**config.mk**
```make
export PLATFORM = sky130hd
export DESIGN_NAME = program_loader_flat
export DESIGN_NICKNAME = d
export VERILOG_FILES = /design/src/rtl/program_loader_pkg.sv /design/src/rtl/program_loader_if.sv /design/src/rtl/program_loader_word_assembler.sv /design/src/rtl/program_loader.sv /design/src/flat_wrapper.sv
export SDC_FILE = /design/constraint.sdc
export NUM_CORES = 1
export LEC_CHECK = 0
export ABC_AREA = 1
export CORE_MARGIN = 3
export CORE_UTILIZATION = 30
export DETAILED_ROUTE_END_ITERATION = 8
export HOLD_SLACK_MARGIN = 0.03
export PLACE_DENSITY_LB_ADDON = 0.2
export SLEW_MARGIN = 20
export SYNTH_ARGS = -nofsm -noshare
export SYNTH_HDL_FRONTEND = slang
export SYNTH_SLANG_ARGS = --single-unit
```
**constraint.sdc**
```tcl
create_clock -name clock -period 2.2 [get_ports clock]
set_input_delay 0.33 -clock clock [delete_from_list [all_inputs] [get_ports clock]]
set_output_delay 0.33 -clock clock [all_outputs]
set_load 0.03 [all_outputs]
```
**src/rtl/program_loader_pkg.sv**
```systemverilog
// Shared constants and helpers for the boot-time program loader.
// Holds the FSM encodings and the default memory depth.
package program_loader_pkg;

   localparam int LOADER_DEPTH = 1024;
   localparam int LOADER_CW    = 11;

   localparam logic [1:0] LOADER_IDLE  = 2'd0;
   localparam logic [1:0] LOADER_LOAD  = 2'd1;
   localparam logic [1:0] LOADER_WRITE = 2'd2;
   localparam logic [1:0] LOADER_DONE  = 2'd3;

   // Big-endian assembly: earlier bytes move toward the MSB.
   function automatic logic [31:0] lane_shift(
      input logic [31:0] w,
      input logic [7:0]  b
   );
      return {w[23:0], b};
   endfunction

endpackage

```
**src/rtl/program_loader_if.sv**
```systemverilog
// Byte stream handshake between the host byte source and the loader.
// The host is the master; the loader is the slave.
interface program_loader_if;

   logic [7:0] byte_in;
   logic       byte_valid;
   logic       byte_ready;

   modport master (
      output byte_in,
      output byte_valid,
      input  byte_ready
   );

   modport slave (
      input  byte_in,
      input  byte_valid,
      output byte_ready
   );

endinterface

```
**src/rtl/program_loader_word_assembler.sv**
```systemverilog
// Collects four bytes into one big-endian 32-bit word.
// Lane counter wraps to 0 after the fourth byte.
module program_loader_word_assembler (
   input  logic        clock,
   input  logic        reset,
   input  logic        clear,
   input  logic        shift_enable,
   input  logic [7:0]  byte_in,
   output logic [31:0] word,
   output logic        word_complete
);

   import program_loader_pkg::*;

   logic [1:0]  lane_q;
   logic [1:0]  lane_d;
   logic [31:0] word_q;
   logic [31:0] word_d;

   always_comb begin
      lane_d = lane_q;
      word_d = word_q;
      if (clear) begin
         lane_d = 2'd0;
      end else if (shift_enable) begin
         lane_d = lane_q + 2'd1;
         word_d = lane_shift(word_q, byte_in);
      end
   end

   always_ff @(posedge clock or negedge reset) begin
      if (!reset) begin
         lane_q <= 2'd0;
         word_q <= 32'd0;
      end else begin
         lane_q <= lane_d;
         word_q <= word_d;
      end
   end

   assign word          = word_q;
   assign word_complete = shift_enable && (lane_q == 2'd3);

endmodule

```
**src/rtl/program_loader.sv**
```systemverilog
// Boot loader: streams bytes into instruction memory words and
// holds the CPU in reset until the whole program is written.
module program_loader
   import program_loader_pkg::*;
#(
   parameter int DEPTH = LOADER_DEPTH,
   parameter int CW    = LOADER_CW
) (
   input  logic          clock,
   input  logic          reset,
   input  logic          start,
   input  logic          abort,
   input  logic [CW-1:0] word_count,
   program_loader_if.slave bus,
   output logic          mem_write_enable,
   output logic [31:0]   mem_address,
   output logic [31:0]   mem_write_data,
   output logic          cpu_reset_n,
   output logic          busy,
   output logic          done,
   output logic          error
);

   logic [1:0]    state_q;
   logic [1:0]    state_d;
   logic [CW-1:0] k_q;
   logic [CW-1:0] k_d;
   logic [CW-1:0] count_q;
   logic [CW-1:0] count_d;
   logic [CW-1:0] k_next;
   logic [31:0]   addr_q;
   logic [31:0]   addr_d;
   logic          error_q;
   logic          error_d;
   logic          ready_q;
   logic          ready_d;
   logic          we_q;
   logic          we_d;
   logic          busy_q;
   logic          busy_d;
   logic          done_q;
   logic          done_d;
   logic          run_q;
   logic          run_d;
   logic          clear;
   logic          shift;
   logic [31:0]   word;
   logic          word_complete;

   // Kept outside the FSM block so the assembler's
   // completion flag never loops back into it.
   assign shift  = (state_q == LOADER_LOAD)
                 && bus.byte_valid && !abort;
   assign k_next = k_q + CW'(1);

   program_loader_word_assembler u_word_assembler (
      .clock         (clock),
      .reset         (reset),
      .clear         (clear),
      .shift_enable  (shift),
      .byte_in       (bus.byte_in),
      .word          (word),
      .word_complete (word_complete)
   );

   always_comb begin
      state_d = state_q;
      k_d     = k_q;
      count_d = count_q;
      addr_d  = addr_q;
      error_d = error_q;
      clear   = 1'b0;
      unique case (state_q)
         LOADER_IDLE, LOADER_DONE: begin
            if (start) begin
               if (word_count > CW'(DEPTH)) begin
                  error_d = 1'b1;
                  state_d = LOADER_IDLE;
               end else if (word_count == '0) begin
                  error_d = 1'b0;
                  state_d = LOADER_DONE;
               end else begin
                  count_d = word_count;
                  k_d     = '0;
                  clear   = 1'b1;
                  error_d = 1'b0;
                  state_d = LOADER_LOAD;
               end
            end
         end
         LOADER_LOAD: begin
            if (abort) begin
               error_d = 1'b1;
               clear   = 1'b1;
               state_d = LOADER_IDLE;
            end else if (word_complete) begin
               addr_d  = 32'({k_q, 2'b00});
               state_d = LOADER_WRITE;
            end
         end
         LOADER_WRITE: begin
            clear = 1'b1;
            if (abort) begin
               error_d = 1'b1;
               state_d = LOADER_IDLE;
            end else begin
               k_d     = k_next;
               state_d = (k_next == count_q)
                       ? LOADER_DONE : LOADER_LOAD;
            end
         end
         default: begin
            state_d = LOADER_IDLE;
         end
      endcase
   end

   // Outputs are registered copies of the next-state decode.
   always_comb begin
      ready_d = (state_d == LOADER_LOAD);
      we_d    = (state_d == LOADER_WRITE);
      busy_d  = (state_d == LOADER_LOAD)
             || (state_d == LOADER_WRITE);
      done_d  = (state_d == LOADER_DONE);
      run_d   = (state_d == LOADER_DONE);
   end

   always_ff @(posedge clock or negedge reset) begin
      if (!reset) begin
         state_q <= LOADER_IDLE;
         k_q     <= '0;
         count_q <= '0;
         addr_q  <= 32'd0;
         error_q <= 1'b0;
         ready_q <= 1'b0;
         we_q    <= 1'b0;
         busy_q  <= 1'b0;
         done_q  <= 1'b0;
         run_q   <= 1'b0;
      end else begin
         state_q <= state_d;
         k_q     <= k_d;
         count_q <= count_d;
         addr_q  <= addr_d;
         error_q <= error_d;
         ready_q <= ready_d;
         we_q    <= we_d;
         busy_q  <= busy_d;
         done_q  <= done_d;
         run_q   <= run_d;
      end
   end

   assign bus.byte_ready   = ready_q;
   assign mem_write_enable = we_q;
   assign mem_address      = addr_q;
   assign mem_write_data   = word;
   assign cpu_reset_n      = run_q;
   assign busy             = busy_q;
   assign done             = done_q;
   assign error            = error_q;

endmodule

```
**src/flat_wrapper.sv**
```systemverilog
// flat-port wrapper written by rule: the top's interface ports become plain ports
module program_loader_flat import program_loader_pkg::*;
#(
   parameter int DEPTH = LOADER_DEPTH,
   parameter int CW    = LOADER_CW
)
  (clock, reset, start, abort, word_count, mem_write_enable, mem_address, mem_write_data, cpu_reset_n, busy, done, error, bus_byte_in, bus_byte_valid, bus_byte_ready);
  program_loader_if bus_i ();
  input  logic clock;
  input  logic reset;
  input  logic start;
  input  logic abort;
  input  logic [CW-1:0] word_count;
  output logic mem_write_enable;
  output logic [31:0] mem_address;
  output logic [31:0] mem_write_data;
  output logic cpu_reset_n;
  output logic busy;
  output logic done;
  output logic error;
  input wire logic [$bits(bus_i.byte_in)-1:0] bus_byte_in;
  input wire logic [$bits(bus_i.byte_valid)-1:0] bus_byte_valid;
  output wire logic [$bits(bus_i.byte_ready)-1:0] bus_byte_ready;
  assign bus_i.byte_in = bus_byte_in;
  assign bus_i.byte_valid = bus_byte_valid;
  assign bus_byte_ready = bus_i.byte_ready;
  program_loader #(.DEPTH(DEPTH), .CW(CW)) u_core (.clock(clock), .reset(reset), .start(start), .abort(abort), .word_count(word_count), .bus(bus_i), .mem_write_enable(mem_write_enable), .mem_address(mem_address), .mem_write_data(mem_write_data), .cpu_reset_n(cpu_reset_n), .busy(busy), .done(done), .error(error));
endmodule
```
==> run notes <==
fresh numbers from the pnr run: number of global-route vias before repair=3052, met2 wire length=4130 um, count of endpoints failing setup in the final report=0, Post-Synthesis Mean Instance Area=8.13 sq um, type of the worst min-delay path=reg -> reg, register-to-register setup slack=0.13 ns, width of the die=116 um, combinational gate power=2.15 mW, clock-pin slew of the registers on the worst-case setup and hold paths=0.06 ns, met1 Track Usage GR=17.2%, internal power contribution=3.40 mW, share of flip-flops with an asynchronous set or reset after synthesis=100%, Adders+Majority by Area=2.42%, Reg area=1850 sq um, GPL Wtd Cong=0.754, CTS buffer count=9, met3 layer usage reported by global route=3.24%, Yosys chip area=3620 sq um, sequential area share after synthesis=51.2%, Crit Path Max Fanout=6, number of pins exceeding their max-slew limit in the final report=0, data arrival time at the worst-slack endpoint=2.30 ns, DRC marker count from the first detailed-route iteration=154, final number of hold-violating endpoints=0, element type at the critical path end=flop, required time at the worst-slack endpoint=2.43 ns, filler cell count=1184, complex-gate fraction of the synthesized area=5.81%, top layer reached by signal wires=met4, global-route wire length before repair=14400 um, top-count cell post-synth=nand2_1, switching power as a share of total power=38.6%, instance area after placement=4530 sq um, largest voltage drop on the vdd net=0.000639 V, Critical Path, Cell by Cell=inv_1, nor3_1, nand2_1, nand2_1, nand2_1, nand2_1, nand3_1, nor2_1, nand2_1, nand2_1, a21oi_1, ha_1, inv_1, Remaining Overflow, GRT=0, max FFs per register=32, area grow syn2layout=33.8%, combinational fraction of design power=38.8%, status=completed, Synth Area in Simple Gates=27.8%, DRC=0, minimum clock period after layout=2.07 ns, Detail Placement HPWL=6130 um, capture point of the critical path=u_core.busy, cells on worst reg2reg path=13, Logic area=1450 sq um, TNS Setup=0 ns, dominant register cell in the synthesized netlist=dfrtp_1, busiest grt layer=met2, final clock skew=0.00489 ns, final-layout worst hold slack=0.478 ns, maximum number of buffers from clock root to sink=2, comb area leader=simple AND/OR/NAND/NOR gates, die outline area=13400 sq um, final antenna diode count=0, instance count of the mapped netlist=445, instance count after placement with tap cells included=664, share of total power in sequential cells=37.1%, Top Consumer=combinational logic, setup slack after placement=-0.0803 ns, clock group share of total power=24.2%, Setup Buffers After CTS=0, total stage count of the critical path=13, Finished Layout Cells=682, core box area=11600 sq um, most used standard cells in the synthesized netlist=184 x nand2_1, 74 x dfrtp_1, 44 x inv_1, 30 x o21ai_0, 27 x buf_4, post-route met1 wirelength=3820 um, H-tree lvl count=3, global-route track usage on met2=22.5%, number of antenna-violating nets in the routed design=0, total of cells resized after clock tree synthesis=0, count of instantiated cells in the yosys netlist=445, startpoint types=flop, count of cell types in the netlist=30, first-pass iteration count of the detailed router=4, Multiplexer share=0.311%, most used logic cell in the final layout=nand2_1, Main area contributors=dfrtp_1 51%, nand2_1 19%, buf_4 5.6%, inv_1 4.6%, o21ai_0 4.2%, number of antenna violations at the first check in global routing=0, commonest cells after routing, fill and taps aside=184 x nand2_1, 74 x dfrtp_1, 71 x clkdlybuf4s50_1, 43 x inv_1, 30 x o21ai_0, Worst setup startpoint=u_core.k_q[5], area fraction of the dominant cell type after synthesis=51.2%, floorplan utilization=31.1%, biggest area consumer among synthesized cells=dfrtp_1, slew at the pin closest to its max-slew limit=0.537 ns, area share of xor/xnor cells in the synthesized design=1.11%, number of storage elements in the synthesis netlist=74, static leakage=2.39 nW
-- area by class of cell --
class,instances,area share (%)
Sequential cell,74,38.3
Multi-Input combinational cell,311,30.0
Timing Repair Buffer,93,18.9
Clock buffer,9,4.65
Tap cell,143,3.70
Inverter,46,3.57
Clock inverter,6,0.905
-- how the worst min path moves through the flow --
stage	start	to	slack, ns	cells after the start
CTS	u_core.u_word_assembler.word[26]	u_core.u_word_assembler.word[26]	0.49	2
global route	u_core.mem_address[11]	u_core.mem_address[11]	0.52	2
finish	u_core.mem_address[5]	u_core.mem_address[5]	0.48	2
detailed placement	reset	u_core.mem_address[3]	0.35	1
floorplan	reset	u_core.bus.byte_ready	0.03	0
global placement	reset	u_core.mem_address[3]	0.35	1
Wiring heat map:
Bar = 20 um. The die is cut into 23 by 23 equal tiles; dark purple is low, yellow is high, scaled to the fullest tile. Values are wire area over tile area, all layers added.
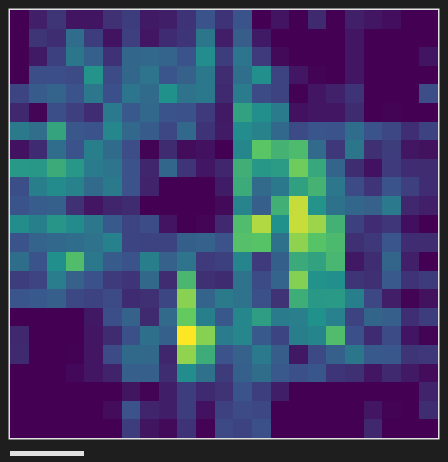
nearly empty tiles = 20%
emptiest ninth of the die = north-east
fullest tile = 0.43
wire length after detailed routing: 8450 um
routed via count: 2953

Clock routing:
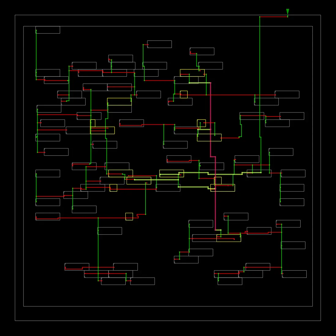
Clk Latency, worst-skew pair: 0.33 ns
Clock Sinks: 74

Power and IR drop assume default switching activity.
